<file path="src/rtl/cfu_simd_mac.sv">
// Packed-lane SIMD custom function unit with a persistent accumulator.
// Also provides a sequential dot-product MAC that holds the core via stall_o.
module cfu_simd_mac #(
  parameter int XLEN  = 32,
  parameter int LANES = 4
) (
  input  logic            clk_i,
  input  logic            rst_ni,
  input  logic            en_i,
  input  logic [2:0]      funct3_i,
  input  logic [6:0]      funct7_i,
  input  logic [XLEN-1:0] src1_i,
  input  logic [XLEN-1:0] src2_i,
  output logic            stall_o,
  output logic [XLEN-1:0] rslt_o
);

  localparam int LW   = XLEN / LANES;
  localparam int CW   = (LANES > 1) ? $clog2(LANES) : 1;
  localparam int NSEL = 1 << CW;
  localparam int PW   = 2 * LW + 2;
  localparam logic [CW-1:0] LAST = CW'(LANES - 1);

  typedef enum logic [1:0] {IDLE, CALC, DONE} state_e;

  state_e            state_q, state_d;
  logic [XLEN-1:0]   a_q, a_d, b_q, b_d, sum_q, sum_d, acc_q, acc_d;
  logic [CW-1:0]     cnt_q, cnt_d;
  logic              u_q, u_d;

  logic              u_in;
  logic              unused_f7;
  logic [XLEN-1:0]   padd_w, padds_w;
  logic [LW-1:0]     a_sel [NSEL];
  logic [LW-1:0]     b_sel [NSEL];
  logic [LW-1:0]     a_cur, b_cur;
  logic [PW-1:0]     mul_a, mul_b, prod;
  logic [XLEN-1:0]   prod_ext;
  logic              stall;
  logic [XLEN-1:0]   rslt;

  assign u_in      = funct7_i[0];
  assign unused_f7 = ^funct7_i[6:1];

  genvar gi;
  generate
    for (gi = 0; gi < LANES; gi++) begin : g_lane
      logic [LW-1:0] la, lb;
      logic [LW:0]   s;
      assign la = src1_i[gi*LW +: LW];
      assign lb = src2_i[gi*LW +: LW];
      // One extra bit holds the true sum; its relation to the MSB flags overflow.
      assign s  = {~u_in & la[LW-1], la} + {~u_in & lb[LW-1], lb};
      assign padd_w[gi*LW +: LW] = s[LW-1:0];
      always_comb begin
        padds_w[gi*LW +: LW] = s[LW-1:0];
        if (u_in) begin
          if (s[LW]) padds_w[gi*LW +: LW] = '1;
        end else if (s[LW] != s[LW-1]) begin
          padds_w[gi*LW +: LW] = s[LW] ? {1'b1, {(LW-1){1'b0}}} : {1'b0, {(LW-1){1'b1}}};
        end
      end
    end

    for (gi = 0; gi < NSEL; gi++) begin : g_sel
      if (gi < LANES) begin : g_used
        assign a_sel[gi] = a_q[gi*LW +: LW];
        assign b_sel[gi] = b_q[gi*LW +: LW];
      end else begin : g_pad
        assign a_sel[gi] = '0;
        assign b_sel[gi] = '0;
      end
    end

    if (PW >= XLEN) begin : g_trunc
      assign prod_ext = prod[XLEN-1:0];
    end else begin : g_sext
      assign prod_ext = {{(XLEN-PW){prod[PW-1]}}, prod};
    end
  endgenerate

  // The single shared multiplier: operands extended one bit so one signed multiply covers both U modes.
  assign a_cur = a_sel[cnt_q];
  assign b_cur = b_sel[cnt_q];
  assign mul_a = {{(PW-LW){~u_q & a_cur[LW-1]}}, a_cur};
  assign mul_b = {{(PW-LW){~u_q & b_cur[LW-1]}}, b_cur};
  assign prod  = mul_a * mul_b;

  always_comb begin
    state_d = state_q;
    a_d     = a_q;
    b_d     = b_q;
    u_d     = u_q;
    sum_d   = sum_q;
    cnt_d   = cnt_q;
    acc_d   = acc_q;
    stall   = 1'b0;
    rslt    = '0;
    case (state_q)
      IDLE: begin
        if (en_i) begin
          case (funct3_i)
            3'd0: rslt = src1_i | src2_i;
            3'd1: rslt = padd_w;
            3'd2: rslt = padds_w;
            3'd3: begin
              stall   = 1'b1;
              a_d     = src1_i;
              b_d     = src2_i;
              u_d     = u_in;
              sum_d   = acc_q;
              cnt_d   = '0;
              state_d = CALC;
            end
            3'd4: rslt = acc_q;
            3'd5: begin
              rslt  = acc_q;
              acc_d = '0;
            end
            3'd6: begin
              rslt  = acc_q;
              acc_d = src1_i;
            end
            default: ;
          endcase
        end
      end
      CALC: begin
        if (!en_i) begin
          state_d = IDLE;
        end else begin
          stall = 1'b1;
          sum_d = sum_q + prod_ext;
          cnt_d = cnt_q + CW'(1);
          if (cnt_q == LAST) state_d = DONE;
        end
      end
      DONE: begin
        state_d = IDLE;
        if (en_i) begin
          rslt  = sum_q;
          acc_d = sum_q;
        end
      end
      default: state_d = IDLE;
    endcase
  end

  always_ff @(posedge clk_i or negedge rst_ni) begin
    if (!rst_ni) begin
      state_q <= IDLE;
      a_q     <= '0;
      b_q     <= '0;
      u_q     <= 1'b0;
      sum_q   <= '0;
      cnt_q   <= '0;
      acc_q   <= '0;
    end else begin
      state_q <= state_d;
      a_q     <= a_d;
      b_q     <= b_d;
      u_q     <= u_d;
      sum_q   <= sum_d;
      cnt_q   <= cnt_d;
      acc_q   <= acc_d;
    end
  end

  // Outputs are held quiet for the whole reset pulse, even if en_i is still asserted.
  assign stall_o = rst_ni & stall;
  assign rslt_o  = rst_ni ? rslt : '0;

endmodule

</file>
<file path="config.mk">
export PLATFORM = sky130hd
export DESIGN_NAME = cfu_simd_mac
export DESIGN_NICKNAME = d
export VERILOG_FILES = /design/src/rtl/cfu_simd_mac.sv
export SDC_FILE = /design/constraint.sdc
export NUM_CORES = 1
export LEC_CHECK = 0
export ABC_CLOCK_PERIOD_IN_PS = 7800
export CORE_ASPECT_RATIO = 1.4
export CORE_UTILIZATION = 50
export CTS_BUF_LIST = sky130_fd_sc_hd__clkbuf_2
export DETAILED_ROUTE_END_ITERATION = 16
export GPL_TIMING_DRIVEN = 0
export PLACE_DENSITY_LB_ADDON = 0.1
export RECOVER_POWER = 25
export SYNTH_ARGS = -nofsm -noshare
export SYNTH_HDL_FRONTEND = slang
export SYNTH_SLANG_ARGS = --single-unit
</file>
<file path="constraint.sdc">
create_clock -name clk_i -period 7.8 [get_ports clk_i]
set_input_delay 1.56 -clock clk_i [delete_from_list [all_inputs] [get_ports clk_i]]
set_output_delay 1.56 -clock clk_i [all_outputs]
set_load 0.1 [all_outputs]
</file>
clock_wires.png
Bar = 50 µm.
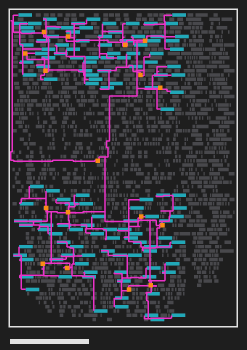
Magenta marks clock wires, length 1950 µm. Cyan marks flip-flops, count 133. Orange marks clock-net drivers, count 17.
There are 18 routed clock nets.
final setup skew: 0.02563 ns

ff_map.png
Bar = 50 µm. Other sequential cells in the stronger grey, the rest of the logic in the fainter grey.
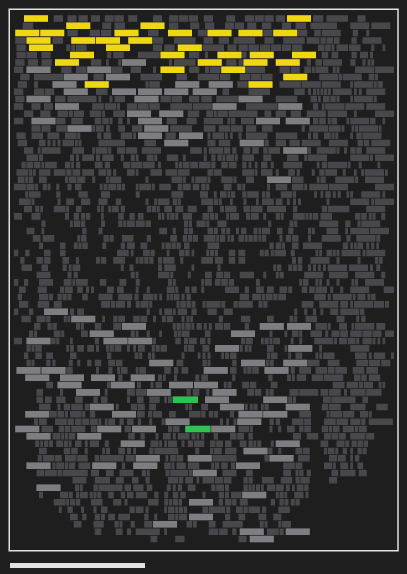
Green marks `cnt_q`, sequential cells 2. Yellow marks `b_q`, sequential cells 32, where a horizontal strip, top.

==> reports/writeup.txt <==
STA classifies the critical path startpoint as a register. In this design, the largest share of critical-path delay is due to adder cells. The most used flip-flop cell after synthesis is dfrtp_1.

The cell area after technology mapping is 14050 µm². Ranking logic cells in the layout by count gives the top entries inv_1, ha_1, dfrtp_1. In the Yosys stats the netlist draws on 74 distinct library cells. The run gives 0.05714 for the met3 track utilization from global routing. Counting flops and latches in the post-synthesis netlist gives 133. The overall die height works out to 200.3 µm.

With the deepest clock path buffer count at 2, the global route total overflow is 0. In the routed layout, each cell is associated on average with a via count of 6.152.

The timing report lists the critical path depth as 30 cells. The synthesized design contains 0 enable-type register cells. The number of cells reported by Yosys stat comes to 1567.

After detailed placement, the design holds a cell count of 2040. The worst setup margin is -0.05047 ns. The final clock period utilization by the worst path is 1.006, and the number of filler instances in the final layout is 2590. The number of rows in the core area came out at 72. The tools report the tightest slew margin relative to the limit as 0.3087. The flow ran to the end, but the final reports show violations. The end of the worst register-to-register path was sum_q[31]$_DFFE_PN0P_. The tools report the number of nets in the finished design as 2020.

Clock root buffer: clkbuf_2. The total buffers and inverters traversed by the critical path is 8, and the tally of max-capacitance violations is 0. The routed layout has 12963 vias. Most numerous logic cell after layout: inv_1. The wire length of the first global-routing pass was 74390 µm. In the post-synthesis netlist, the biggest area contributors are dfrtp_1, ha_1, fa_1, mux2_2, inv_1. Setup repair after global routing could not meet its margin everywhere. The fraction of synthesis flops using an asynchronous set or reset pin came out at 1.000. With the met3 wire length at 2776 µm, the final HPWL from detailed placement is 40680 µm. The global-route met2 utilization was 0.5964. The multi-input logic area was 10080 µm²; the die outline area was 28780 µm². Per the detail_route log, met2 wirelength is 24710 µm. The category of the worst setup path capture point was a register. The synthesis report lists the Yosys warning total as 0.

With the portion of synthesized cell area occupied by the leading cell type at 0.2369, the total clock buffers created by CTS is 17. Counting every net in the synthesized netlist gives 1863. Summing all flip-flop and latch instances after layout gives 3331 µm². The run gives 1 for the number of antenna violations at the first check in global routing.

At the worst endpoint, the arrival time is 8.61 ns. In this build the clock could be raised as far as 127.4 MHz. The logs give 0 for the quantity of hold-fixing buffers added after cts and 0 for the number of slew-limit violations in the final report.

The share of post-route cells with drive strength above 1 was 0.1509; the wire length on met1 was 18660 µm. The critical path ends at sum_q[31]$_DFFE_PN0P_. The run gives 12875 for the number of global-route vias before repair.

At the pin with the least slew margin, the transition time is 1.029 ns. The run gives 8.56 ns as the required time at the endpoint of the critical path. The H-tree generated during clock tree synthesis spans 4 levels. The checks that failed: setup timing. After synthesis, the chip area reported by Yosys is 14050 µm².

After technology mapping, the gate count stands at 1567. The finished layout holds 2107 standard cells, fillers aside. TritonCTS built the clock tree. The tally of OpenROAD warnings came out at 74. The area of the placeable core came out at 27660 µm². The run gives 0.2369 as the part of the Yosys area used for sequential elements. The run gives 0.5079 for the floorplan-stage core utilization.

According to the timing report, the critical path is launched from cnt_q[0]$_DFFE_PN0P_. The setup check on the worst reg-to-reg path leaves a slack of -0.05 ns. The cell type with the largest total area after synthesis was dfrtp_1. The launch instance of the worst register-to-register path is cnt_q[0]$_DFFE_PN0P_. The logs give 133 for the number of sinks handled by clock tree synthesis and 0 for the detailed-route DRC error count.

Most heavily used metal layer in global routing: met2. Across all hold checks on the routed design, the worst slack comes to 0.5325 ns. Class of the most critical hold timing path: register to register.

According to the floorplan report, the die width is 143.7 µm. The first TritonRoute pass finished after 7 iterations. Entering global routing, the biggest net connects 79 pins. The worst register-to-register path has a depth of 30.

The count of buffers added on input and output ports is 102. The run gives 50180 µm as the detailed-route wire length. Summing all placed instances gives a cell area of 15620 µm². The run gives 0.3570 for the overall routing resource usage. Final tally of setup violations: 1. Average size of a mapped cell: 8.964 µm².

The logs give 0 for the post-detailed-route count of antenna-violating nets and 0.9722 for the routability congestion estimate from global placement.
sizing.png
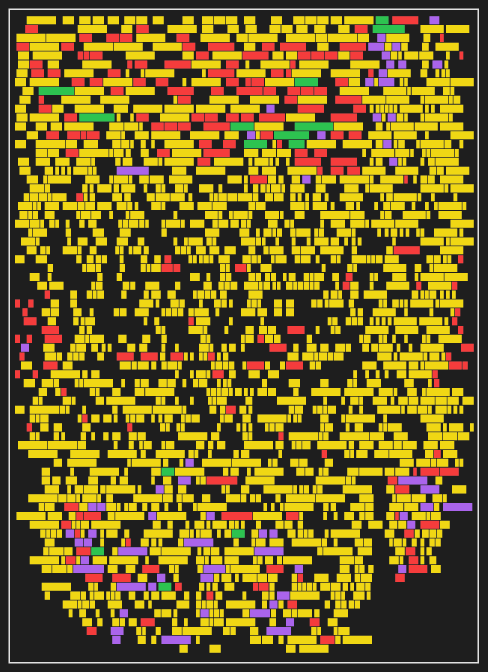
Red marks x2, cells 186, share 11%, most used mux2_2. Yellow marks x1 and smaller, cells 1474, share 85%, most used inv_1. Green marks x6 and larger, cells 14, share 0.81%, most used buf_6. Purple marks x3 and x4, cells 62, share 3.6%, most used buf_4.
post-route worst setup slack: -0.05047 ns
synth-to-layout area growth: 16.56%
summed area of non-filler cells in the final layout: 16370 µm²

[cell usage after synthesis, types with 4 or more instances]
cell and instances:
nor3_1 14, or3_1 4, nand2_1 122, o21bai_1 14, and3_1 7, mux2_2 66, or2_2 11, xor2_1 25
nand4_1 11, clkbuf_1 62, a21oi_1 122, xnor2_1 44, a311oi_1 11, a21o_1 22, mux2i_1 15, nand3_1 22
a211oi_1 13, or4_1 4, nor2_1 93, mux4_2 16, a31oi_1 5, o22ai_1 6, a221oi_1 8, nor3b_1 5
nand2b_1 9, nor2b_1 9, o211ai_1 19, o21ai_0 100, a22oi_1 61, a222oi_1 10, fa_1 76, inv_1 179
ha_1 143, and2_1 45, a211o_1 4, dfrtp_1 133
[worst min-delay path by stage]
stage | start | to | slack (ns)
after floorplan | a_q[16]$_DFFE_PN0P_ | a_q[16]$_DFFE_PN0P_ | 0.48
after global placement | b_q[16]$_DFFE_PN0P_ | b_q[16]$_DFFE_PN0P_ | 0.48
after detailed placement | a_q[4]$_DFFE_PN0P_ | a_q[4]$_DFFE_PN0P_ | 0.49
after CTS | a_q[9]$_DFFE_PN0P_ | a_q[9]$_DFFE_PN0P_ | 0.53
after global routing | b_q[4]$_DFFE_PN0P_ | b_q[4]$_DFFE_PN0P_ | 0.55
final | a_q[13]$_DFFE_PN0P_ | a_q[13]$_DFFE_PN0P_ | 0.53
[per-stage QoR]
| stage | util | setup TNS, ns |
|---|---|---|
| floorplan | - | -0.008736 |
| global placement | 0.5637 | -173.92 |
| detailed placement | 0.5647 | -25.10 |
| CTS | 0.5902 | -0.1384 |
| global route | 0.5920 | -0.6459 |
| finish | 0.5920 | -0.05047 |
[kinds of logic (layout without fill, tap and decap cells)]
| kind of cell | Yosys count | in the layout | share of synthesized area |
|---|---|---|---|
| fa+ha+maj | 219 | 219 | 0.2357 |
| flops | 133 | 133 | 0.2369 |
| compound gates | 432 | 432 | 0.2017 |
| mux | 97 | 97 | 0.08925 |
| xor+xnor | 69 | 69 | 0.04302 |
| simple gates | 367 | 367 | 0.1249 |
| other cells | 0 | 1 | 0 |
| buf+inv | 250 | 419 | 0.06858 |
[timing repair]
item	4_1_cts	5_1_grt
buffers inserted	32	6
endpoints found under the setup margin	50	39
pin swaps	33	22
gates resized	108	70
cloned	1	0
[sequential cells by signal, indices dropped and copies added (netlist names)]
name / count
a_q: 32
acc_q: 32
b_q: 32
sum_q: 32
cnt_q: 2
state_q: 2
u_q: 1
[layout make-up]
class / instances / share of cell area
Clock buffer: 18 / 0.005502
Inverter: 180 / 0.04127
Tap cell: 370 / 0.02827
Timing Repair Buffer: 141 / 0.07741
Buffer: 67 / 0.01964
Clock inverter: 13 / 0.008559
Multi-Input combinational cell: 1184 / 0.6158
Antenna cell: 1 / 0.0001528
Sequential cell: 133 / 0.2034
